File: config.mk
export PLATFORM = sky130hd
export DESIGN_NAME = lcd_text_ctrl
export DESIGN_NICKNAME = d
export VERILOG_FILES = /design/src/rtl/lcd_text_ctrl.sv
export SDC_FILE = /design/constraint.sdc
export NUM_CORES = 1
export LEC_CHECK = 0
export CAP_MARGIN = 20
export CORE_ASPECT_RATIO = 1.4
export CORE_MARGIN = 3
export CORE_UTILIZATION = 55
export DETAILED_ROUTE_END_ITERATION = 7
export DONT_BUFFER_PORTS = 1
export GPL_TIMING_DRIVEN = 0
export HOLD_SLACK_MARGIN = 0.03
export PLACE_DENSITY = 0.77
export SYNTH_ARGS = -nofsm -noshare
export SYNTH_HDL_FRONTEND = slang
export SYNTH_SLANG_ARGS = --single-unit
File: constraint.sdc
create_clock -name CLK_50MHZ -period 5.18 [get_ports CLK_50MHZ]
set_input_delay 1.554 -clock CLK_50MHZ [delete_from_list [all_inputs] [get_ports CLK_50MHZ]]
set_output_delay 1.554 -clock CLK_50MHZ [all_outputs]
set_load 0.1 [all_outputs]
File: src/rtl/lcd_text_ctrl.sv
// lcd_text_ctrl -- character LCD (HD44780-style, 8-bit bus) text controller.
//
// Keeps a shadow buffer of NUM_LINES*LINE_CHARS characters. The host writes
// characters into it through a valid/ready port. After power-up init, any
// change to the buffer (or a REFRESH pulse) triggers a full redraw pass.
//
// Ports
//   CLK_50MHZ  sole clock, rising edge
//   RST_N      asynchronous active-low reset
//   WR_VALID / WR_READY / WR_ADDR / WR_CHAR   host character write
//   REFRESH    single-cycle pulse forcing a full redraw
//   INIT_DONE  high once the init sequence has completed
//   BUSY       high unless idle with no pending redraw
//   LCD_DB, LCD_E, LCD_RS, LCD_RW              LCD bus (RW tied low)

package lcd_text_ctrl_pkg;
    typedef enum logic [2:0] {PWR_WAIT, INIT, IDLE, SET_ADDR, WR_CHAR} state_t;
    // Phases of a single bus transfer: setup (E low), E high, post-wait.
    typedef enum logic [1:0] {X_SETUP, X_EHI, X_WAIT} xphase_t;
endpackage

module lcd_text_ctrl #(
    parameter int NUM_LINES    = 2,
    parameter int LINE_CHARS   = 16,
    parameter int POWERUP_WAIT = 750000,
    parameter int INIT1_WAIT   = 205000,
    parameter int INIT2_WAIT   = 5000,
    parameter int E_PULSE      = 12,
    parameter int CMD_WAIT     = 2000,
    parameter int CLEAR_WAIT   = 82000,
    localparam int NCH         = NUM_LINES * LINE_CHARS,
    localparam int AW          = (NCH > 1) ? $clog2(NCH) : 1
) (
    input  logic          CLK_50MHZ,
    input  logic          RST_N,
    input  logic          WR_VALID,
    output logic          WR_READY,
    input  logic [AW-1:0] WR_ADDR,
    input  logic [7:0]    WR_CHAR,
    input  logic          REFRESH,
    output logic          INIT_DONE,
    output logic          BUSY,
    output logic [7:0]    LCD_DB,
    output logic          LCD_E,
    output logic          LCD_RS,
    output logic          LCD_RW
);
    // All waits are assumed >= 1 clock.
    localparam logic [31:0] PW_M1 = 32'(POWERUP_WAIT - 1);
    localparam logic [31:0] EP_M1 = 32'(E_PULSE - 1);
    localparam logic [31:0] LC_M1 = 32'(LINE_CHARS - 1);
    localparam logic [31:0] CMD_W = 32'(CMD_WAIT);

    lcd_text_ctrl_pkg::state_t  state_q, state_d;
    lcd_text_ctrl_pkg::xphase_t ph_q, ph_d;

    logic [31:0] cnt_q, cnt_d, wait_q, wait_d, col_q, col_d;
    logic [2:0]  step_q, step_d;
    logic        line_q, line_d;
    logic [7:0]  db_q, db_d;
    logic        rs_q, rs_d, e_q, e_d, done_q, done_d, dirty_q, dirty_d, rdy_q;
    logic [7:0]  mem [NCH];

    logic        wr_ok, pass_start, xfer_end, ld, ld_rs;
    logic [7:0]  ld_db, rd_char;
    logic [31:0] ld_wait, rd_col, rd_idx;

    function automatic logic [7:0] init_db(input logic [2:0] s);
        case (s)
            3'd0, 3'd1, 3'd2, 3'd3: init_db = 8'h38;
            3'd4:                   init_db = 8'h06;
            3'd5:                   init_db = 8'h0C;
            default:                init_db = 8'h01;
        endcase
    endfunction

    function automatic logic [31:0] init_wait(input logic [2:0] s);
        case (s)
            3'd0:    init_wait = 32'(CMD_WAIT + INIT1_WAIT);
            3'd1:    init_wait = 32'(CMD_WAIT + INIT2_WAIT);
            3'd6:    init_wait = 32'(CLEAR_WAIT);
            default: init_wait = CMD_W;
        endcase
    endfunction

    assign wr_ok = WR_VALID & rdy_q & (32'(WR_ADDR) < 32'(NCH));

    // Next character to send: column 0 after SET_ADDR, else the following one.
    // Sampled when the transfer's setup cycle is loaded.
    assign rd_col  = (state_q == lcd_text_ctrl_pkg::SET_ADDR) ? 32'd0 : col_q + 32'd1;
    assign rd_idx  = 32'(line_q) * 32'(LINE_CHARS) + rd_col;
    assign rd_char = mem[rd_idx[AW-1:0]];

    always_comb begin
        state_d    = state_q;
        ph_d       = ph_q;
        cnt_d      = cnt_q;
        wait_d     = wait_q;
        step_d     = step_q;
        col_d      = col_q;
        line_d     = line_q;
        db_d       = db_q;
        rs_d       = rs_q;
        e_d        = e_q;
        done_d     = done_q;
        pass_start = 1'b0;
        xfer_end   = 1'b0;
        ld         = 1'b0;
        ld_db      = db_q;
        ld_rs      = 1'b0;
        ld_wait    = CMD_W;

        // Bus transfer sequencer, active in any transferring state.
        if (state_q inside {lcd_text_ctrl_pkg::INIT, lcd_text_ctrl_pkg::SET_ADDR,
                            lcd_text_ctrl_pkg::WR_CHAR}) begin
            case (ph_q)
                lcd_text_ctrl_pkg::X_SETUP: begin
                    ph_d  = lcd_text_ctrl_pkg::X_EHI;
                    e_d   = 1'b1;
                    cnt_d = 32'd0;
                end
                lcd_text_ctrl_pkg::X_EHI: begin
                    if (cnt_q == EP_M1) begin
                        ph_d  = lcd_text_ctrl_pkg::X_WAIT;
                        e_d   = 1'b0;
                        cnt_d = 32'd0;
                    end else begin
                        cnt_d = cnt_q + 32'd1;
                    end
                end
                default: begin
                    if (cnt_q == wait_q - 32'd1) xfer_end = 1'b1;
                    else                         cnt_d    = cnt_q + 32'd1;
                end
            endcase
        end

        case (state_q)
            lcd_text_ctrl_pkg::PWR_WAIT: begin
                if (cnt_q == PW_M1) begin
                    state_d = lcd_text_ctrl_pkg::INIT;
                    step_d  = 3'd0;
                    ld      = 1'b1;
                    ld_db   = init_db(3'd0);
                    ld_wait = init_wait(3'd0);
                end else begin
                    cnt_d = cnt_q + 32'd1;
                end
            end
            lcd_text_ctrl_pkg::INIT: begin
                if (xfer_end) begin
                    if (step_q == 3'd6) begin
                        state_d = lcd_text_ctrl_pkg::IDLE;
                        done_d  = 1'b1;
                    end else begin
                        step_d  = step_q + 3'd1;
                        ld      = 1'b1;
                        ld_db   = init_db(step_q + 3'd1);
                        ld_wait = init_wait(step_q + 3'd1);
                    end
                end
            end
            lcd_text_ctrl_pkg::IDLE: begin
                if (dirty_q || REFRESH) begin
                    pass_start = 1'b1;
                    state_d    = lcd_text_ctrl_pkg::SET_ADDR;
                    line_d     = 1'b0;
                    ld         = 1'b1;
                    ld_db      = 8'h80;
                end
            end
            lcd_text_ctrl_pkg::SET_ADDR: begin
                if (xfer_end) begin
                    state_d = lcd_text_ctrl_pkg::WR_CHAR;
                    col_d   = 32'd0;
                    ld      = 1'b1;
                    ld_db   = rd_char;
                    ld_rs   = 1'b1;
                end
            end
            default: begin // WR_CHAR
                if (xfer_end) begin
                    if (col_q != LC_M1) begin
                        col_d = col_q + 32'd1;
                        ld    = 1'b1;
                        ld_db = rd_char;
                        ld_rs = 1'b1;
                    end else if (32'(line_q) == 32'(NUM_LINES - 1)) begin
                        state_d = lcd_text_ctrl_pkg::IDLE;
                    end else begin
                        state_d = lcd_text_ctrl_pkg::SET_ADDR;
                        line_d  = 1'b1;
                        ld      = 1'b1;
                        ld_db   = 8'hC0;
                    end
                end
            end
        endcase

        if (ld) begin
            ph_d   = lcd_text_ctrl_pkg::X_SETUP;
            cnt_d  = 32'd0;
            e_d    = 1'b0;
            db_d   = ld_db;
            rs_d   = ld_rs;
            wait_d = ld_wait;
        end

        // Anything arriving while a pass runs (or before init ends) is kept
        // for one more pass; the request that starts a pass is consumed by it.
        if (pass_start) dirty_d = wr_ok;
        else            dirty_d = dirty_q | wr_ok | REFRESH;
    end

    always_ff @(posedge CLK_50MHZ or negedge RST_N) begin
        if (!RST_N) begin
            state_q <= lcd_text_ctrl_pkg::PWR_WAIT;
            ph_q    <= lcd_text_ctrl_pkg::X_SETUP;
            cnt_q   <= 32'd0;
            wait_q  <= 32'd0;
            col_q   <= 32'd0;
            step_q  <= 3'd0;
            line_q  <= 1'b0;
            db_q    <= 8'h00;
            rs_q    <= 1'b0;
            e_q     <= 1'b0;
            done_q  <= 1'b0;
            dirty_q <= 1'b1;
            rdy_q   <= 1'b0;
            for (int i = 0; i < NCH; i++) mem[i] <= 8'h20;
        end else begin
            state_q <= state_d;
            ph_q    <= ph_d;
            cnt_q   <= cnt_d;
            wait_q  <= wait_d;
            col_q   <= col_d;
            step_q  <= step_d;
            line_q  <= line_d;
            db_q    <= db_d;
            rs_q    <= rs_d;
            e_q     <= e_d;
            done_q  <= done_d;
            dirty_q <= dirty_d;
            rdy_q   <= 1'b1;
            if (wr_ok) mem[WR_ADDR] <= WR_CHAR;
        end
    end

    assign WR_READY  = rdy_q;
    assign INIT_DONE = done_q;
    assign BUSY      = !((state_q == lcd_text_ctrl_pkg::IDLE) && !dirty_q);
    assign LCD_DB    = db_q;
    assign LCD_E     = e_q;
    assign LCD_RS    = rs_q;
    assign LCD_RW    = 1'b0;

endmodule

**Run 1: floorplan with the power grid**

Pins as bars on the die edge. Tap cells in gray.
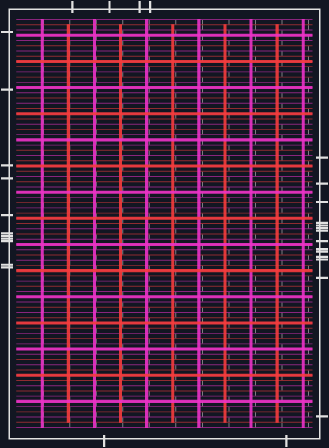
color	net
red	VDD
magenta	VSS
met4 straps	11
rows	78
tap cells	440
signal pins	31
met1 rails	79

**Run 1: sequential cells colored by netlist name**

Other sequential cells in the stronger gray, the rest of the logic in the fainter gray.
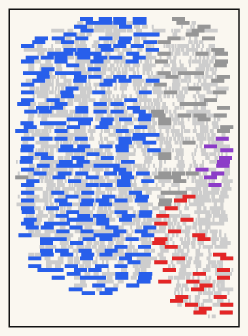
color	signal	flops
blue	mem	256
red	cnt_q	32
purple	wait_q	10
not colored	53

==> flow_summary.json, run 1 <==
{
  "outcome": "complete, no violations",
  "syn_area_sq_mm": 0.0184,
  "crit-reg2reg-launch": "col_q[0]",
  "timing.critical_path.from": "col_q[0]",
  "hold_path_class": "register to register",
  "wl_met1_mm": 19.9,
  "worst_pin_slew_ns": 1.11,
  "min_path_cells": 1,
  "async_flop_share_pct": 100,
  "final_common_cell": "dfrtp_1",
  "clk_path_buf_depth": 3,
  "drv_slew": 0,
  "mux_share_pct": 20.4,
  "overflow": 0,
  "area_growth_pct": 9.41,
  "synthFlopType": "dfrtp_1",
  "antenna_found_initial": 0,
  "cts.sinks": 351,
  "drtIter0Drc": 1549,
  "ys_cells": 1693,
  "combGateArea_sq_mm": 0.00897,
  "clock-root-buffer": "clkbuf_16",
  "dpl.cell_count": 2134,
  "p_sw_share_pct": 23.4,
  "vias_per_cell": 6.56,
  "die-width_um": 161,
  "pwr-share-comb_pct": 8.4,
  "drive_gt1_share_pct": 23.7,
  "total_power_mw": 6.30,
  "die_area_sq_mm": 0.0358,
  "die.size.y_um": 223,
  "drc": 0,
  "grt_use_total_pct": 30.0,
  "dr.pass1.iters": 5,
  "switching_power_mw": 1.47,
  "top_area_cell": "dfrtp_1",
  "hpwl_mm": 37.6,
  "instances_no_fill": 2202,
  "cp_num_buf_inv": 4,
  "worstHoldStart": "mem[134]",
  "crit_end": "LCD_DB[1]",
  "grt_pass1_wl_mm": 83.4,
  "final_nets": 1761,
  "arrival_ns": 4.95,
  "inv_count": 24,
  "vias": 14400
}
**Run 1: clock distribution**

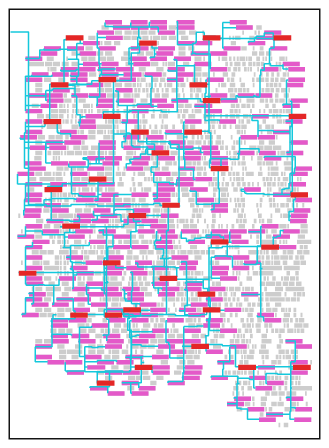
[red] clock-net drivers | count: 36
[cyan] clock wires | length: 4340 um
[magenta] flip-flops | count: 351
flops lie	all over the die
Clock Latency Late Sink: 0.55 ns
clock network power share: 41.2%

[run 1: registers in the layout, indices dropped and copies added (netlist names), 2 cells and up]
signal	cells
LCD_DB	8
cnt_q	32
col_q	32
mem	256
ph_q	2
state_q	3
step_q	3
wait_q	10
[run 1: kinds of logic after synthesis]
group | after synthesis
AOI/OAI and AO/OA | 286
xor gates and xnor gates | 62
adders and majority gates | 10
buffers and inverters | 152
DFF | 351
muxes | 331
other | 2
and+or+nand+nor | 499
[run 1: stage by stage]
step	hold slack (ns)	setup WS, ns	util [%]
6_report	0.500	0.635	61.7
5_1_grt	0.513	0.641	61.7
4_1_cts	0.506	0.754	61.6
3_5_place_dp	0.491	0.750	58.1
3_3_place_gp	0.480	0.766	58.0
2_1_floorplan	0.470	1.88	-
**Run 1: cell classes on the final placement**

Bar = 50 um.
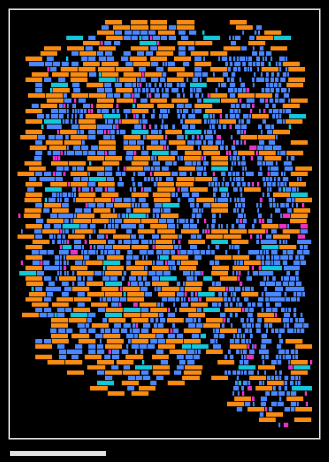

==> inputs of run 2 (changes only) <==
PLACE_DENSITY = 0.8   (was 0.77)
clock period = 4.1 ns   (was 5.18 ns; I/O delays follow)
**Run 2: cell classes on the final placement**

Bar = 50 um.
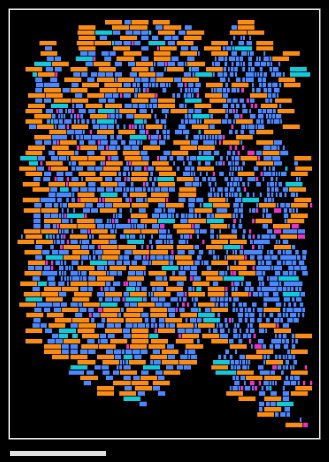
color	class	cells
blue	remaining logic cells	1214
magenta	remaining buffers and delay cells	129
orange	registers	351
cyan	clock drivers and dummy loads	68

**Run 2: sequential cells colored by netlist name**

Other sequential cells in the stronger gray, the rest of the logic in the fainter gray.
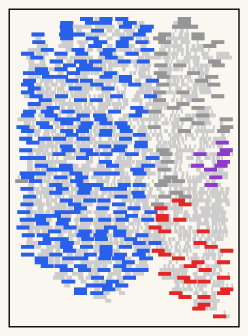
color	signal	flops
red	cnt_q	32
blue	mem	256
purple	wait_q	10
final core occ: 62.2%
Seq/total area: 43.4%
Power Sequential: 4.01 mW
register area: 0.00882 sq mm

==> run 2 against run 1 <==
The run now ends with negative setup slack left. Setup slack got worse by 0.66 ns. Hold slack got worse by 0.12 ns. Synthesized cell count did not move. Cell count did not move. Clock-buffer cell count fell by 1. First-iteration DRC count fell by 2.3%. Area after synthesis did not move. Register-to-register slack got worse by 0.66 ns. Clock skew rose by 0.0060 ns. Critical path type unchanged. Critical endpoint is now LCD_DB[6].
==> flow_summary.json, run 2 <==
{
  "ys_cells": 1693,
  "die_area_sq_mm": 0.0358,
  "setup_violations": 1,
  "switching_power_mw": 1.93,
  "async_flop_share_pct": 100,
  "crit-reg2reg-launch": "col_q[0]",
  "dr.pass1.iters": 6,
  "hold_path_class": "input port to async pin",
  "grt_pass1_wl_mm": 84.0,
  "final_nets": 1760,
  "top_area_cell": "dfrtp_1",
  "area_growth_pct": 10.3,
  "instances_no_fill": 2202,
  "drive_gt1_share_pct": 24.7,
  "fin_ws_ns": -0.0219,
  "regMostFlops": "mem",
  "worstSkewPairLatency_ns": 0.56,
  "pre_cts_ws_ns": -0.402,
  "clock-root-buffer": "clkbuf_16",
  "drv_slew": 0,
  "vias": 14500,
  "antenna_found_initial": 0,
  "reg_top3": "mem: 256 flops, cnt_q: 32 flops, col_q: 32 flops",
  "dpl.cell_count": 2135,
  "p_sw_share_pct": 23.2,
  "violations": "negative setup slack",
  "outcome": "finished with violations",
  "cp_num_buf_inv": 2
}
**Run 2: floorplan with the power grid**

Pins as bars on the die edge. Tap cells in gray.
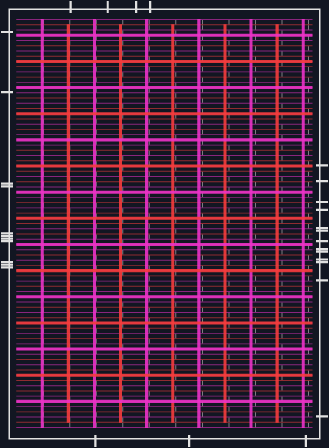
color	net
magenta	VSS
red	VDD
signal pins	31
met4 straps	11
met5 straps	15
VDD IR max: 0.000411 V
Die W: 161 um

[run 2: worst max-delay path by stage]
stage / to / slack, ns / cells after the start
after global routing: cnt_q[5] / -0.09 / 13
after global placement: LCD_DB[2] / -0.30 / 10
after floorplan: step_q[2] / 0.80 / 14
final: LCD_DB[6] / -0.02 / 9
after detailed placement: LCD_DB[1] / -0.40 / 9
after CTS: LCD_DB[2] / 0.03 / 9
[run 2: cell type report]
| class | instances | area [sq um] | area share, % |
|---|---|---|---|
| repair buffers | 2 | 15.0 | 0.0739 |
| well taps | 440 | 551 | 2.71 |
| clock buffers | 59 | 1140 | 5.61 |
| clock inverters | 9 | 155 | 0.763 |
| plain buffers | 127 | 558 | 2.75 |
| inverters | 24 | 90.1 | 0.443 |
| flip-flops and latches | 351 | 8820 | 43.4 |
| multi-input cells | 1190 | 8990 | 44.2 |
No activity file was given, so power comes from the tool's default toggle rates.
